### src/rtl/fft_pkg.sv
// Shared constants, state encoding and the saturating absolute value helper
// used by the fundamental picker and the spectrum display path.
package fft_pkg;

    localparam int N_FFT = 1024;
    localparam int IDX_W = 10;
    localparam int DAT_W = 16;
    localparam int MAG_W = 17;

    typedef enum logic [1:0] {
        ST_IDLE = 2'd0,
        ST_SYNC = 2'd1,
        ST_SCAN = 2'd2
    } state_e;

    // -32768 has no positive counterpart in 16 bits, so it clamps to 32767.
    function automatic logic [DAT_W-2:0] abs_sat(input logic signed [DAT_W-1:0] x);
        logic signed [DAT_W-1:0] neg;
        neg = -x;
        if (x == 16'sh8000) return 15'h7fff;
        return x[DAT_W-1] ? neg[DAT_W-2:0] : x[DAT_W-2:0];
    endfunction

endpackage

### src/rtl/fft_fundamental_pick_if.sv
// Streaming FFT input beats for both channels plus the picked-fundamental results.
interface fft_fundamental_pick_if;
    import fft_pkg::*;

    logic                    enable;
    logic                    fft_valid;
    logic                    fft_last;
    logic signed [DAT_W-1:0] fft_ch1_re;
    logic signed [DAT_W-1:0] fft_ch1_im;
    logic signed [DAT_W-1:0] fft_ch2_re;
    logic signed [DAT_W-1:0] fft_ch2_im;

    logic signed [DAT_W-1:0] ch1_re;
    logic signed [DAT_W-1:0] ch1_im;
    logic signed [DAT_W-1:0] ch2_re;
    logic signed [DAT_W-1:0] ch2_im;
    logic                    ch1_valid;
    logic                    ch2_valid;
    logic [IDX_W-1:0]        peak_bin;
    logic [MAG_W-1:0]        peak_mag;
    logic                    no_signal;
    logic                    frame_err;

    modport master (
        output enable, fft_valid, fft_last, fft_ch1_re, fft_ch1_im, fft_ch2_re, fft_ch2_im,
        input  ch1_re, ch1_im, ch2_re, ch2_im, ch1_valid, ch2_valid,
        input  peak_bin, peak_mag, no_signal, frame_err
    );

    modport slave (
        input  enable, fft_valid, fft_last, fft_ch1_re, fft_ch1_im, fft_ch2_re, fft_ch2_im,
        output ch1_re, ch1_im, ch2_re, ch2_im, ch1_valid, ch2_valid,
        output peak_bin, peak_mag, no_signal, frame_err
    );

endinterface

### src/rtl/cplx_mag_l1.sv
// Registered L1 magnitude |re|+|im| of a complex sample with saturating abs.
module cplx_mag_l1
    import fft_pkg::*;
(
    input  logic                    clk,
    input  logic                    rst,
    input  logic                    en_i,
    input  logic signed [DAT_W-1:0] re_i,
    input  logic signed [DAT_W-1:0] im_i,
    output logic [MAG_W-1:0]        mag_o
);

    logic [MAG_W-1:0] mag_q;

    always_ff @(posedge clk or posedge rst) begin
        if (rst) begin
            mag_q <= '0;
        end else if (en_i) begin
            mag_q <= {2'b00, abs_sat(re_i)} + {2'b00, abs_sat(im_i)};
        end
    end

    assign mag_o = mag_q;

endmodule

### src/rtl/fft_fundamental_pick.sv
// Picks the peak-magnitude ch1 bin inside the search window each frame and
// emits both channels' complex values at that bin three cycles after the last beat.
module fft_fundamental_pick
    import fft_pkg::*;
#(
    parameter int MIN_BIN    = 2,
    parameter int MAX_BIN    = 511,
    parameter int MAG_THRESH = 64
) (
    input  logic                  clk,
    input  logic                  rst,
    fft_fundamental_pick_if.slave bus
);

    localparam logic [IDX_W-1:0] MIN_IDX  = IDX_W'(MIN_BIN);
    localparam logic [IDX_W-1:0] MAX_IDX  = IDX_W'(MAX_BIN);
    localparam logic [IDX_W-1:0] LAST_IDX = IDX_W'(N_FFT - 1);
    localparam logic [MAG_W-1:0] MAG_THR  = MAG_W'(MAG_THRESH);

    state_e           state_q, state_d;
    logic [IDX_W-1:0] cnt_q, cnt_d;
    logic             beat, frame_end, len_err;

    always_comb begin
        state_d   = state_q;
        cnt_d     = cnt_q;
        beat      = 1'b0;
        frame_end = 1'b0;
        len_err   = 1'b0;
        if (!bus.enable) begin
            state_d = ST_IDLE;
            cnt_d   = '0;
        end else begin
            case (state_q)
                ST_IDLE: state_d = ST_SYNC;
                ST_SYNC: begin
                    if (bus.fft_valid && bus.fft_last) begin
                        state_d = ST_SCAN;
                        cnt_d   = '0;
                    end
                end
                ST_SCAN: begin
                    if (bus.fft_valid) begin
                        beat = 1'b1;
                        if (bus.fft_last) begin
                            frame_end = 1'b1;
                            len_err   = (cnt_q != LAST_IDX);
                            cnt_d     = '0;
                        end else if (cnt_q == LAST_IDX) begin
                            // Full frame seen without a last marker: lose lock.
                            frame_end = 1'b1;
                            len_err   = 1'b1;
                            cnt_d     = '0;
                            state_d   = ST_SYNC;
                        end else begin
                            cnt_d = cnt_q + 1'b1;
                        end
                    end
                end
                default: state_d = ST_IDLE;
            endcase
        end
    end

    always_ff @(posedge clk or posedge rst) begin
        if (rst) begin
            state_q <= ST_IDLE;
            cnt_q   <= '0;
        end else begin
            state_q <= state_d;
            cnt_q   <= cnt_d;
        end
    end

    // Stage 1: magnitude plus the raw sample and frame position flags.
    logic [MAG_W-1:0]        s1_mag;
    logic                    s1_vld_q, s1_first_q, s1_last_q, s1_err_q, s1_win_q;
    logic [IDX_W-1:0]        s1_idx_q;
    logic signed [DAT_W-1:0] s1_c1re_q, s1_c1im_q, s1_c2re_q, s1_c2im_q;

    cplx_mag_l1 u_mag (
        .clk   (clk),
        .rst   (rst),
        .en_i  (beat),
        .re_i  (bus.fft_ch1_re),
        .im_i  (bus.fft_ch1_im),
        .mag_o (s1_mag)
    );

    always_ff @(posedge clk or posedge rst) begin
        if (rst) begin
            s1_vld_q   <= 1'b0;
            s1_first_q <= 1'b0;
            s1_last_q  <= 1'b0;
            s1_err_q   <= 1'b0;
            s1_win_q   <= 1'b0;
            s1_idx_q   <= '0;
            s1_c1re_q  <= '0;
            s1_c1im_q  <= '0;
            s1_c2re_q  <= '0;
            s1_c2im_q  <= '0;
        end else begin
            s1_vld_q <= beat;
            if (beat) begin
                s1_first_q <= (cnt_q == '0);
                s1_last_q  <= frame_end;
                s1_err_q   <= len_err;
                s1_win_q   <= (cnt_q >= MIN_IDX) && (cnt_q <= MAX_IDX);
                s1_idx_q   <= cnt_q;
                s1_c1re_q  <= bus.fft_ch1_re;
                s1_c1im_q  <= bus.fft_ch1_im;
                s1_c2re_q  <= bus.fft_ch2_re;
                s1_c2im_q  <= bus.fft_ch2_im;
            end
        end
    end

    // Stage 2: running best; strict greater-than keeps the lowest bin on ties.
    logic                    take, clear_best;
    logic [MAG_W-1:0]        best_mag_q;
    logic [IDX_W-1:0]        best_idx_q;
    logic signed [DAT_W-1:0] best_c1re_q, best_c1im_q, best_c2re_q, best_c2im_q;
    logic                    done_q, done_err_q;

    assign take       = s1_vld_q && s1_win_q && (s1_first_q || (s1_mag > best_mag_q));
    assign clear_best = s1_vld_q && s1_first_q && !s1_win_q;

    always_ff @(posedge clk or posedge rst) begin
        if (rst) begin
            best_mag_q  <= '0;
            best_idx_q  <= '0;
            best_c1re_q <= '0;
            best_c1im_q <= '0;
            best_c2re_q <= '0;
            best_c2im_q <= '0;
            done_q      <= 1'b0;
            done_err_q  <= 1'b0;
        end else begin
            if (take) begin
                best_mag_q  <= s1_mag;
                best_idx_q  <= s1_idx_q;
                best_c1re_q <= s1_c1re_q;
                best_c1im_q <= s1_c1im_q;
                best_c2re_q <= s1_c2re_q;
                best_c2im_q <= s1_c2im_q;
            end else if (clear_best) begin
                best_mag_q <= '0;
            end
            done_q     <= s1_vld_q && s1_last_q && bus.enable;
            done_err_q <= s1_err_q;
        end
    end

    // Output stage.
    logic                    hit;
    logic                    valid_q, nosig_q, ferr_q;
    logic [MAG_W-1:0]        out_mag_q;
    logic [IDX_W-1:0]        out_idx_q;
    logic signed [DAT_W-1:0] out_c1re_q, out_c1im_q, out_c2re_q, out_c2im_q;

    assign hit = done_q && bus.enable && !done_err_q && (best_mag_q >= MAG_THR);

    always_ff @(posedge clk or posedge rst) begin
        if (rst) begin
            valid_q    <= 1'b0;
            nosig_q    <= 1'b0;
            ferr_q     <= 1'b0;
            out_mag_q  <= '0;
            out_idx_q  <= '0;
            out_c1re_q <= '0;
            out_c1im_q <= '0;
            out_c2re_q <= '0;
            out_c2im_q <= '0;
        end else begin
            valid_q <= hit;
            nosig_q <= done_q && bus.enable && !done_err_q && (best_mag_q < MAG_THR);
            ferr_q  <= done_q && bus.enable && done_err_q;
            if (hit) begin
                out_mag_q  <= best_mag_q;
                out_idx_q  <= best_idx_q;
                out_c1re_q <= best_c1re_q;
                out_c1im_q <= best_c1im_q;
                out_c2re_q <= best_c2re_q;
                out_c2im_q <= best_c2im_q;
            end
        end
    end

    assign bus.ch1_re    = out_c1re_q;
    assign bus.ch1_im    = out_c1im_q;
    assign bus.ch2_re    = out_c2re_q;
    assign bus.ch2_im    = out_c2im_q;
    assign bus.ch1_valid = valid_q;
    assign bus.ch2_valid = valid_q;
    assign bus.peak_bin  = out_idx_q;
    assign bus.peak_mag  = out_mag_q;
    assign bus.no_signal = nosig_q;
    assign bus.frame_err = ferr_q;

endmodule

### src/flat_wrapper.sv
// flat-port wrapper written by rule: the top's interface ports become plain ports
module fft_fundamental_pick_flat import fft_pkg::*;
#(
    parameter int MIN_BIN    = 2,
    parameter int MAX_BIN    = 511,
    parameter int MAG_THRESH = 64
)
  (clk, rst, bus_enable, bus_fft_valid, bus_fft_last, bus_fft_ch1_re, bus_fft_ch1_im, bus_fft_ch2_re, bus_fft_ch2_im, bus_ch1_re, bus_ch1_im, bus_ch2_re, bus_ch2_im, bus_ch1_valid, bus_ch2_valid, bus_peak_bin, bus_peak_mag, bus_no_signal, bus_frame_err);
  fft_fundamental_pick_if bus_i ();
  input  logic clk;
  input  logic rst;
  input wire logic [$bits(bus_i.enable)-1:0] bus_enable;
  input wire logic [$bits(bus_i.fft_valid)-1:0] bus_fft_valid;
  input wire logic [$bits(bus_i.fft_last)-1:0] bus_fft_last;
  input wire logic [$bits(bus_i.fft_ch1_re)-1:0] bus_fft_ch1_re;
  input wire logic [$bits(bus_i.fft_ch1_im)-1:0] bus_fft_ch1_im;
  input wire logic [$bits(bus_i.fft_ch2_re)-1:0] bus_fft_ch2_re;
  input wire logic [$bits(bus_i.fft_ch2_im)-1:0] bus_fft_ch2_im;
  output wire logic [$bits(bus_i.ch1_re)-1:0] bus_ch1_re;
  output wire logic [$bits(bus_i.ch1_im)-1:0] bus_ch1_im;
  output wire logic [$bits(bus_i.ch2_re)-1:0] bus_ch2_re;
  output wire logic [$bits(bus_i.ch2_im)-1:0] bus_ch2_im;
  output wire logic [$bits(bus_i.ch1_valid)-1:0] bus_ch1_valid;
  output wire logic [$bits(bus_i.ch2_valid)-1:0] bus_ch2_valid;
  output wire logic [$bits(bus_i.peak_bin)-1:0] bus_peak_bin;
  output wire logic [$bits(bus_i.peak_mag)-1:0] bus_peak_mag;
  output wire logic [$bits(bus_i.no_signal)-1:0] bus_no_signal;
  output wire logic [$bits(bus_i.frame_err)-1:0] bus_frame_err;
  assign bus_i.enable = bus_enable;
  assign bus_i.fft_valid = bus_fft_valid;
  assign bus_i.fft_last = bus_fft_last;
  assign bus_i.fft_ch1_re = bus_fft_ch1_re;
  assign bus_i.fft_ch1_im = bus_fft_ch1_im;
  assign bus_i.fft_ch2_re = bus_fft_ch2_re;
  assign bus_i.fft_ch2_im = bus_fft_ch2_im;
  assign bus_ch1_re = bus_i.ch1_re;
  assign bus_ch1_im = bus_i.ch1_im;
  assign bus_ch2_re = bus_i.ch2_re;
  assign bus_ch2_im = bus_i.ch2_im;
  assign bus_ch1_valid = bus_i.ch1_valid;
  assign bus_ch2_valid = bus_i.ch2_valid;
  assign bus_peak_bin = bus_i.peak_bin;
  assign bus_peak_mag = bus_i.peak_mag;
  assign bus_no_signal = bus_i.no_signal;
  assign bus_frame_err = bus_i.frame_err;
  fft_fundamental_pick #(.MIN_BIN(MIN_BIN), .MAX_BIN(MAX_BIN), .MAG_THRESH(MAG_THRESH)) u_core (.clk(clk), .rst(rst), .bus(bus_i));
endmodule
### config.mk
export PLATFORM = sky130hd
export DESIGN_NAME = fft_fundamental_pick_flat
export DESIGN_NICKNAME = d
export VERILOG_FILES = /design/src/rtl/fft_pkg.sv /design/src/rtl/fft_fundamental_pick_if.sv /design/src/rtl/cplx_mag_l1.sv /design/src/rtl/fft_fundamental_pick.sv /design/src/flat_wrapper.sv
export SDC_FILE = /design/constraint.sdc
export NUM_CORES = 1
export LEC_CHECK = 0
export ABC_CLOCK_PERIOD_IN_PS = 30400
export CAP_MARGIN = 10
export CORE_MARGIN = 3
export CORE_UTILIZATION = 60
export CTS_CLUSTER_SIZE = 40
export DETAILED_ROUTE_END_ITERATION = 10
export PLACE_DENSITY = 0.9
export SYNTH_ARGS = -nofsm -noshare
export SYNTH_HDL_FRONTEND = slang
export SYNTH_SLANG_ARGS = --single-unit
export TNS_END_PERCENT = 10
### constraint.sdc
create_clock -name clk -period 30.4 [get_ports clk]
set_input_delay 6.08 -clock clk [delete_from_list [all_inputs] [get_ports clk]]
set_output_delay 6.08 -clock clk [all_outputs]
set_load 0.05 [all_outputs]
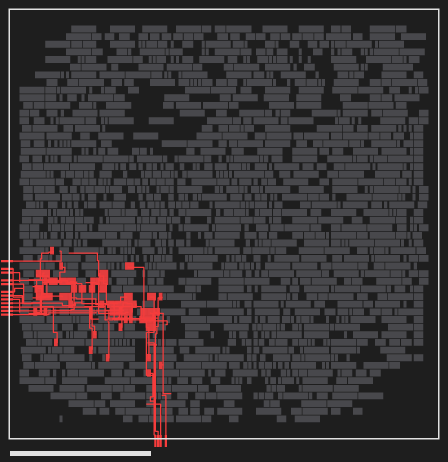
**Above:** run 1 (I/O nets highlighted).
Bar = 50 um.
port	color	direction	edge	end cells	buffers	wire
`bus_fft_ch1_re`	red	input	12 left, 4 bottom	54	16	933 um

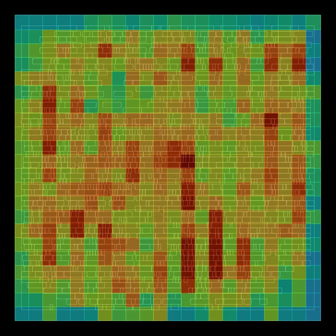
**Above:** run 1 (routing congestion).
gr usage total: 24.47%
Core Util, Final: 75.75%
routed length per instance: 18.24 um
M1 GR Usage: 32.76%

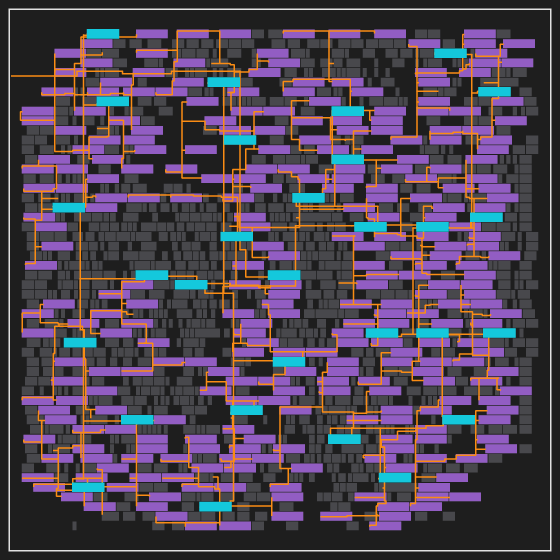
**Above:** run 1 (clock wires, drivers and flops).
[flip-flops] purple | count: 292
[clock wires] orange | length: 3190 um
[clock-net drivers] cyan | count: 29
routed clock nets	30
Late-Pin Clk Latency: 540 ps
clock network power share: 39.9%
final clock skew: 12.72 ps
Clock net power: 369 uW

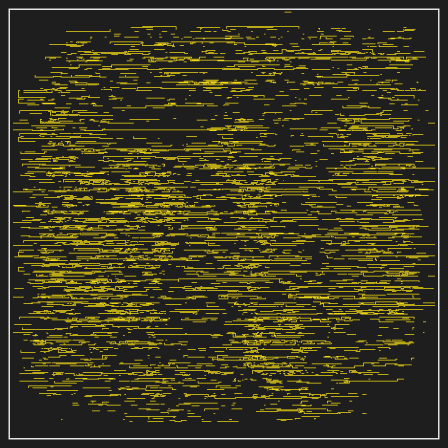
**Above:** run 1 (metal 1).
share of all routed wire	43%
longest straight run	45.5 um
wire length on this layer	12400 um
wirelength, routed: 28600 um
Vias: 8868

==> results.py, run 1 <==
# Flow results
metrics = {
    "outcome": {
        "status": "finished, final reports clean",
    },
    "logic_synthesis": {
        "syn_inst": 1127,
        "fp_nets": 1234,
        "synth.area.mux_share_pct": 14.54,
        "synth_chip_area_mm2": 0.01284,
        "edf_count": 0,
        "syn_area_per_cell_um2": 11.39,
        "simple_gate_share_pct": 12.68,
        "ys_seq_share_pct": 56.93,
        "top_logic_kind": "multiplexers",
        "synth_area_mm2": 0.01284,
        "top_area_cell": "dfrtp_1",
        "synthXorXnorAreaFrac_pct": 2.593,
        "top_cells_by_count": "dfrtp_1, nand2_1, mux2_2",
        "top_cells_by_area": "dfrtp_1, mux2_2, nand2_1, ha_1, xor2_1",
    },
    "sta": {
        "holdWs_ps": 385.3,
        "rsz0062_at_grt": "false",
        "fmax_ghz": 0.1021,
        "slew_headroom_pct": 19.78,
        "fin_setup_tns_ps": 0,
        "slew_viol_final": 0,
        "tightest_slew_ps": 1195,
        "min_period_ps": 9793,
        "hold_violations": 0,
        "setup_slack_ps": 20610,
    },
    "setup_path": {
        "crit_chain": "clkdlybuf4s50_1, or4_1, or2_1, or3_1, or3b_1, nand2_1, ha_1, inv_1, fa_1, nor2b_1, o31ai_1, a21oi_1, nor2b_1, o21a_1, o31ai_1",
        "rrSetupSlack_ps": 26830,
        "crit_buf_inv": 2,
        "rr_worst_depth": 9,
        "startpoint": "bus_fft_ch1_re[8]",
        "path_depth": 15,
        "slowest_delay_ps": 580,
        "r2r_end": "u_core.best_c1im_q[9]$_DFFE_PP0N_",
        "critPathRequiredTime_ps": 30840,
        "crit_family": "simple AND/OR/NAND/NOR gates",
        "cp.arrival_ps": 10230,
        "worstSetupPathType": "input port to flop",
    },
    "global_route": {
        "grt_pass1_vias": 9351,
        "antenna_found_initial": 0,
        "met3_usage_pct": 4.260,
        "use_met2_pct": 41.70,
        "grt_busiest_layer": "met2",
        "grt_max_degree": 142,
    },
    "layout": {
        "postLayoutCellArea_mm2": 0.01562,
        "buffers": 170,
        "nNonClkInverters": 29,
        "nMultiInputCombCells": 755,
        "diodes": 0,
        "drive_gt1_share_pct": 17.33,
        "logic_area_mm2": 0.005176,
        "area_growth_pct": 21.72,
        "bufAreaShareNonClock_pct": 10.76,
        "comb_share_pct": 33.13,
        "design.seq.count": 292,
        "final_common_cell": "dfrtp_1",
    },
    "power": {
        "vdd_drop_max_v": 0.00004504,
        "intPower_uw": 691.1,
        "p_leak_uw": 0.007736,
        "powerComb_uw": 116,
        "power.total_uw": 925.0,
        "switching_share_pct": 25.28,
        "p_comb_share_pct": 12.5,
    },
    "hold_path": {
        "whs_endpoint": "u_core.done_err_q$_DFF_PP0_",
        "worstHoldStart": "u_core.s1_err_q$_DFFE_PP0P_",
    },
    "place": {
        "dp.cells": 1515,
        "gp_congestion": 0.9127,
        "post-place-ws_ps": 20150,
        "portBuffers": 162,
        "dp_hpwl_um": 18690,
        "placed_cell_area_mm2": 0.01461,
    },
    "routing": {
        "route.detailed.drc": 0,
        "wl_met3_um": 1517,
        "firstDrtPassIters": 4,
        "drtIter0Drc": 568,
        "top_layer_used": "met4",
        "routed-wl-met2_um": 14010,
        "detail-route-antenna-nets": 0,
    },
    "clock_network": {
        "post_cts_buffers": 0,
        "clkTransAtPathRegs_ps": 60,
        "cts_root_buf": "clkbuf_16",
        "cts.repair.resized": 0,
        "cts_sinks": 292,
        "cts_buffer_depth": 3,
        "cts_inserted_buffers": 29,
    },
    "floorplanning": {
        "ios": 164,
    },
}
==> run 2, diff against run 1 <==
- ABC_CLOCK_PERIOD_IN_PS: 30400 -> 9110
- CORE_UTILIZATION: 60 -> 56
- PLACE_DENSITY: 0.9 -> 0.85
- clock period: 30.4 -> 9.11 ns (I/O delays scaled with it)
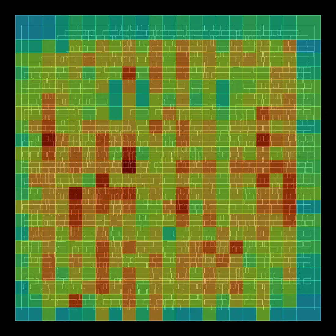
**Above:** run 2 (routing congestion).
Core Util, Final: 70.94%
routed length per instance: 17.39 um

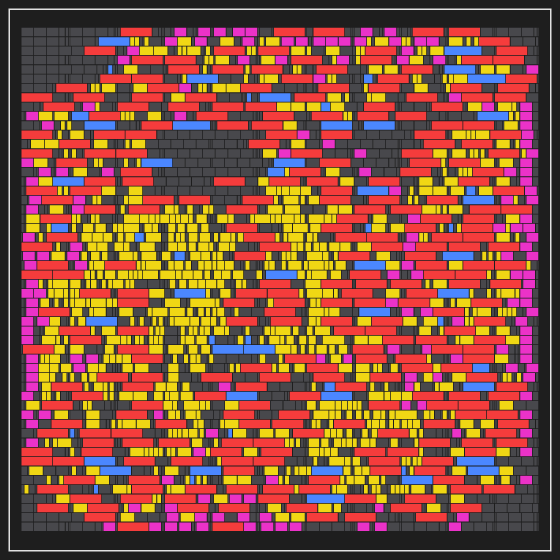
**Above:** run 2 (cells colored by class).
Fill, decap, tap and diode cells in gray.
class	color	cells	share of their area
remaining logic cells	yellow	784	34%
registers	red	292	48%
remaining buffers and delay cells	magenta	172	11%
clock drivers and dummy loads	blue	58	7.0%

==> results.py, run 2 <==
# Flow results
metrics = {
    "setup_path": {
        "r2r_end": "u_core.best_c2re_q[6]$_DFFE_PP0N_",
        "rr_worst_depth": 8,
        "crit_chain": "clkdlybuf4s50_1, or4_1, or2_1, or3_1, or3b_1, nand2_1, ha_1, inv_1, fa_1, nor2b_1, o31ai_1, a21oi_1, nor2b_1, o21a_1, o31ai_1",
        "cp_max_fo": 13,
        "r2r_start": "u_core.u_mag.mag_o[15]$_DFFE_PP0P_",
        "crit_buf_inv": 2,
        "slowest_delay_ps": 580,
        "path_depth": 15,
        "crit_family": "simple AND/OR/NAND/NOR gates",
        "startpoint": "bus_fft_ch1_re[8]",
        "worstSetupPathType": "input port to flop",
        "critPathRequiredTime_ps": 9560,
        "cp.arrival_ps": 6000,
        "rrSetupSlack_ps": 5600,
    },
    "power": {
        "vdd_drop_max_v": 0.0001296,
        "intPower_uw": 2359,
        "switching_share_pct": 25.09,
        "power_leader": "sequential cells",
        "power.total_uw": 3149,
        "p_clk_share_pct": 41.6,
        "p_leak_uw": 0.007759,
        "powerComb_uw": 376,
        "p_comb_share_pct": 11.9,
        "power.clock.total_uw": 1310,
    },
    "global_route": {
        "grt_max_degree": 93,
        "grt_busiest_layer": "met2",
        "met3_usage_pct": 4.042,
        "antenna_found_initial": 0,
        "overflow": 0,
        "grt_usage_pct": 22.60,
        "use_met2_pct": 38.00,
        "use_met1_pct": 31.31,
        "grt_pass1_vias": 8986,
        "grt_pass1_wl_um": 45670,
    },
    "logic_synthesis": {
        "synth_dominant_cell_count": "dfrtp_1",
        "async_flop_share_pct": 100.0,
        "ys_seq_share_pct": 56.93,
        "synth_chip_area_mm2": 0.01284,
        "top_area_share_pct": 56.93,
        "top_cells_by_area": "dfrtp_1, mux2_2, nand2_1, ha_1, xor2_1",
        "top_area_cell": "dfrtp_1",
        "syn_area_per_cell_um2": 11.39,
        "top_logic_kind": "multiplexers",
        "synthXorXnorAreaFrac_pct": 2.593,
        "synth.area.mux_share_pct": 14.54,
        "edf_count": 0,
        "syn_inst": 1127,
        "synth_area_mm2": 0.01284,
        "top_cells_by_count": "dfrtp_1, nand2_1, mux2_2",
        "simple_gate_share_pct": 12.68,
        "fp_nets": 1234,
    },
    "layout": {
        "design.seq.count": 292,
        "nMultiInputCombCells": 755,
        "fill_cells": 1602,
        "final_common_cell": "dfrtp_1",
        "logic_area_mm2": 0.005176,
        "comb_share_pct": 32.92,
        "postLayoutCellArea_mm2": 0.01572,
        "nNonClkInverters": 29,
        "area_growth_pct": 22.48,
        "diodes": 0,
        "buffers": 172,
        "bufAreaShareNonClock_pct": 10.79,
        "drive_gt1_share_pct": 17.53,
    },
    "routing": {
        "detail-route-antenna-nets": 0,
        "via_count": 8896,
        "drt-total-wl_um": 27590,
        "wl_met3_um": 1472,
        "firstDrtPassIters": 5,
        "via_per_inst": 5.609,
        "route.detailed.drc": 0,
        "routed-wl-met2_um": 13170,
        "drtIter0Drc": 537,
        "top_layer_used": "met4",
    },
    "place": {
        "gp_congestion": 0.8910,
        "dp_hpwl_um": 18420,
        "placed_cell_area_mm2": 0.01464,
        "portBuffers": 162,
        "dp.cells": 1528,
        "post-place-ws_ps": 3086,
    },
    "clock_network": {
        "clkTransAtPathRegs_ps": 60,
        "cts_buffer_depth": 3,
        "cts_inserted_buffers": 31,
        "cts_sinks": 292,
        "cts_root_buf": "clkbuf_16",
        "cts.repair.resized": 0,
        "post_cts_buffers": 0,
        "hold_buffers": 0,
        "clk_latency_ps": 550,
    },
    "sta": {
        "rsz0062_at_grt": "false",
        "setup_slack_ps": 3557,
        "fin_skew_ps": 18.69,
        "slew_viol_final": 0,
        "slew_headroom_pct": 26.71,
        "hold_violations": 0,
        "holdWs_ps": 378.3,
        "tightest_slew_ps": 1092,
        "fin_setup_tns_ps": 0,
        "min_period_ps": 5553,
        "fmax_ghz": 0.1801,
    },
    "floorplanning": {
        "n_tap_cell": 280,
        "die_area_mm2": 0.02477,
        "ios": 164,
    },
    "hold_path": {
        "worstHoldStart": "u_core.s1_err_q$_DFFE_PP0P_",
        "whs_endpoint": "u_core.done_err_q$_DFF_PP0_",
        "min_path_type": "flop to flop",
    },
    "outcome": {
        "status": "finished, final reports clean",
    },
}
==> run 3, diff against run 2 <==
- ABC_CLOCK_PERIOD_IN_PS: 9110 -> 4800
- CORE_UTILIZATION: 56 -> 50
- PLACE_DENSITY: 0.85 -> 0.8
- clock period: 9.11 -> 4.8 ns (I/O delays scaled with it)
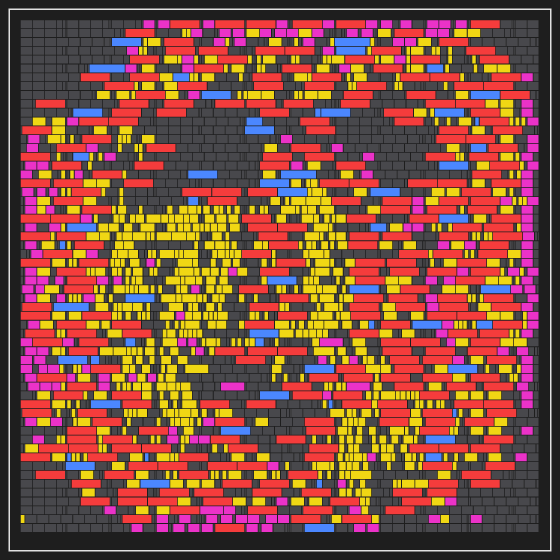
**Above:** run 3 (cells colored by class).
Fill, decap, tap and diode cells in gray.
class	color	cells	share of their area
remaining logic cells	yellow	784	34%
registers	red	292	47%
clock drivers and dummy loads	blue	56	6.9%
remaining buffers and delay cells	magenta	196	12%
design area: 0.01601 mm^2
Core Util, Final: 63.59%

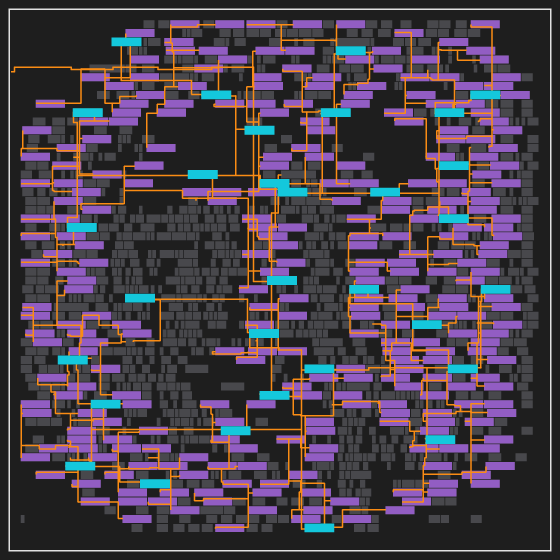
**Above:** run 3 (clock wires, drivers and flops).
[clock-net drivers] cyan | count: 31
[flip-flops] purple | count: 292
[clock wires] orange | length: 3490 um
routed clock nets	32
flops lie	all over the die

==> results.py, run 3 <==
# Flow results
metrics = {
    "logic_synthesis": {
        "synth.area.mux_share_pct": 14.54,
        "top_cells_by_area": "dfrtp_1, mux2_2, nand2_1, ha_1, xor2_1",
        "synth_dominant_cell_count": "dfrtp_1",
        "async_flop_share_pct": 100.0,
        "top_cells_by_count": "dfrtp_1, nand2_1, mux2_2",
        "syn_inst": 1127,
        "simple_gate_share_pct": 12.68,
        "synth_area_mm2": 0.01284,
        "ys_seq_share_pct": 56.93,
        "fp_nets": 1234,
        "flop_cell": "dfrtp_1",
        "synth_flops": 292,
        "synthXorXnorAreaFrac_pct": 2.593,
        "synth_chip_area_mm2": 0.01284,
        "top_area_cell": "dfrtp_1",
        "top_logic_kind": "multiplexers",
        "syn_area_per_cell_um2": 11.39,
        "top_area_share_pct": 56.93,
        "ys_cells": 1127,
        "edf_count": 0,
        "yosysWarnings": 0,
    },
    "place": {
        "dp_hpwl_um": 18310,
        "gp_congestion": 0.8471,
        "dp.cells": 1601,
        "portBuffers": 162,
        "post-place-ws_ps": -77.54,
        "placed_cell_area_mm2": 0.01493,
    },
    "sta": {
        "fin_skew_ps": 19.59,
        "slew_viol_final": 0,
        "hold_violations": 0,
        "tightest_slew_ps": 1109,
        "fmax_ghz": 0.2267,
        "min_period_ps": 4412,
        "holdWs_ps": 376.6,
        "finalClockPeriodUsage_pct": 91.92,
        "fin_setup_tns_ps": 0,
        "rsz0062_at_grt": "false",
        "setup_slack_ps": 388.0,
        "setup_viol": 0,
        "slew_headroom_pct": 25.56,
    },
    "global_route": {
        "use_met2_pct": 31.34,
        "grt_max_degree": 82,
        "antenna_found_initial": 0,
        "grt_busiest_layer": "met2",
        "overflow": 0,
        "grt_pass1_wl_um": 44960,
        "grt_pass1_vias": 8903,
        "met3_usage_pct": 3.237,
        "use_met1_pct": 26.86,
        "grt_usage_pct": 19.25,
    },
    "clock_network": {
        "clkTransAtPathRegs_ps": 60,
        "cts_sinks": 292,
        "cts.repair.resized": 0,
        "hold_buffers": 0,
        "cts_inserted_buffers": 31,
        "cts_buffer_depth": 3,
        "post_cts_buffers": 0,
        "cts_root_buf": "clkbuf_16",
        "clk_latency_ps": 550,
    },
    "power": {
        "intPower_uw": 4496,
        "powerComb_uw": 730,
        "p_clk_share_pct": 41.3,
        "p_leak_uw": 0.007901,
        "p_switching_uw": 1481,
        "p_comb_share_pct": 12.2,
        "power_density_mw_per_mm2": 373.2,
        "power_leader": "sequential cells",
        "switching_share_pct": 24.77,
        "power.clock.total_uw": 2470,
        "power.total_uw": 5977,
        "vdd_drop_max_v": 0.0002604,
    },
    "setup_path": {
        "crit_family": "simple AND/OR/NAND/NOR gates",
        "path_depth": 13,
        "rrSetupSlack_ps": 1490,
        "slowest_delay_ps": 570,
        "crit_chain": "clkdlybuf4s50_1, or4_1, or2_1, or3_1, or3b_1, nand2_1, ha_1, a211oi_1, o21ai_0, o2111ai_1, a31oi_1, o21a_1, o31ai_1",
        "r2r_start": "u_core.best_mag_q[15]$_DFFE_PP0P_",
        "cp-end-kind": "flop",
        "worstSetupPathType": "input port to flop",
        "rr_worst_depth": 9,
        "cpMaxStageDelayCell": "or4_1",
        "crit_path_end": "u_core.u_mag.mag_o[13]$_DFFE_PP0P_",
        "startpoint": "bus_fft_ch1_re[8]",
        "cp_max_fo": 8,
        "crit_buf_inv": 1,
        "critPathRequiredTime_ps": 5240,
        "cp-start-kind": "input port",
        "r2r_end": "u_core.best_c2re_q[2]$_DFFE_PP0N_",
        "cp.arrival_ps": 4860,
    },
    "floorplanning": {
        "n_tap_cell": 330,
        "rows": 58,
        "ios": 164,
        "die_area_mm2": 0.02763,
        "die_x_um": 166.2,
    },
    "hold_path": {
        "whs_endpoint": "u_core.done_err_q$_DFF_PP0_",
        "worstHoldStart": "u_core.s1_err_q$_DFFE_PP0P_",
        "min_path_type": "flop to flop",
        "min_delay_path_depth": 0,
    },
    "layout": {
        "design.seq.count": 292,
        "fin_nets": 1412,
        "final_common_cell": "dfrtp_1",
        "buffers": 196,
        "drive_gt1_share_pct": 19.13,
        "nNonClkInverters": 29,
        "comb_share_pct": 32.33,
        "clk_share_pct": 6.728,
        "area_growth_pct": 24.75,
        "nMultiInputCombCells": 755,
        "bufAreaShareNonClock_pct": 12.03,
        "final_cells": 1658,
        "nClkBuffers": 44,
        "logic_area_mm2": 0.005176,
        "fill_cells": 1887,
        "largest_class": "sequential cells",
        "diodes": 0,
    },
    "routing": {
        "wl_met3_um": 1271,
        "top_layer_used": "met4",
        "detail-route-antenna-nets": 0,
        "route.detailed.drc": 0,
        "via_count": 8812,
        "drt-total-wl_um": 26890,
        "firstDrtPassIters": 5,
        "via_per_inst": 5.315,
        "wl_per_cell_um": 16.22,
        "drtIter0Drc": 560,
        "routed-wl-met2_um": 12470,
    },
    "outcome": {
        "status": "finished, final reports clean",
    },
    "run": {
        "cap_violations": 0,
    },
}
Power and IR drop assume default switching activity.
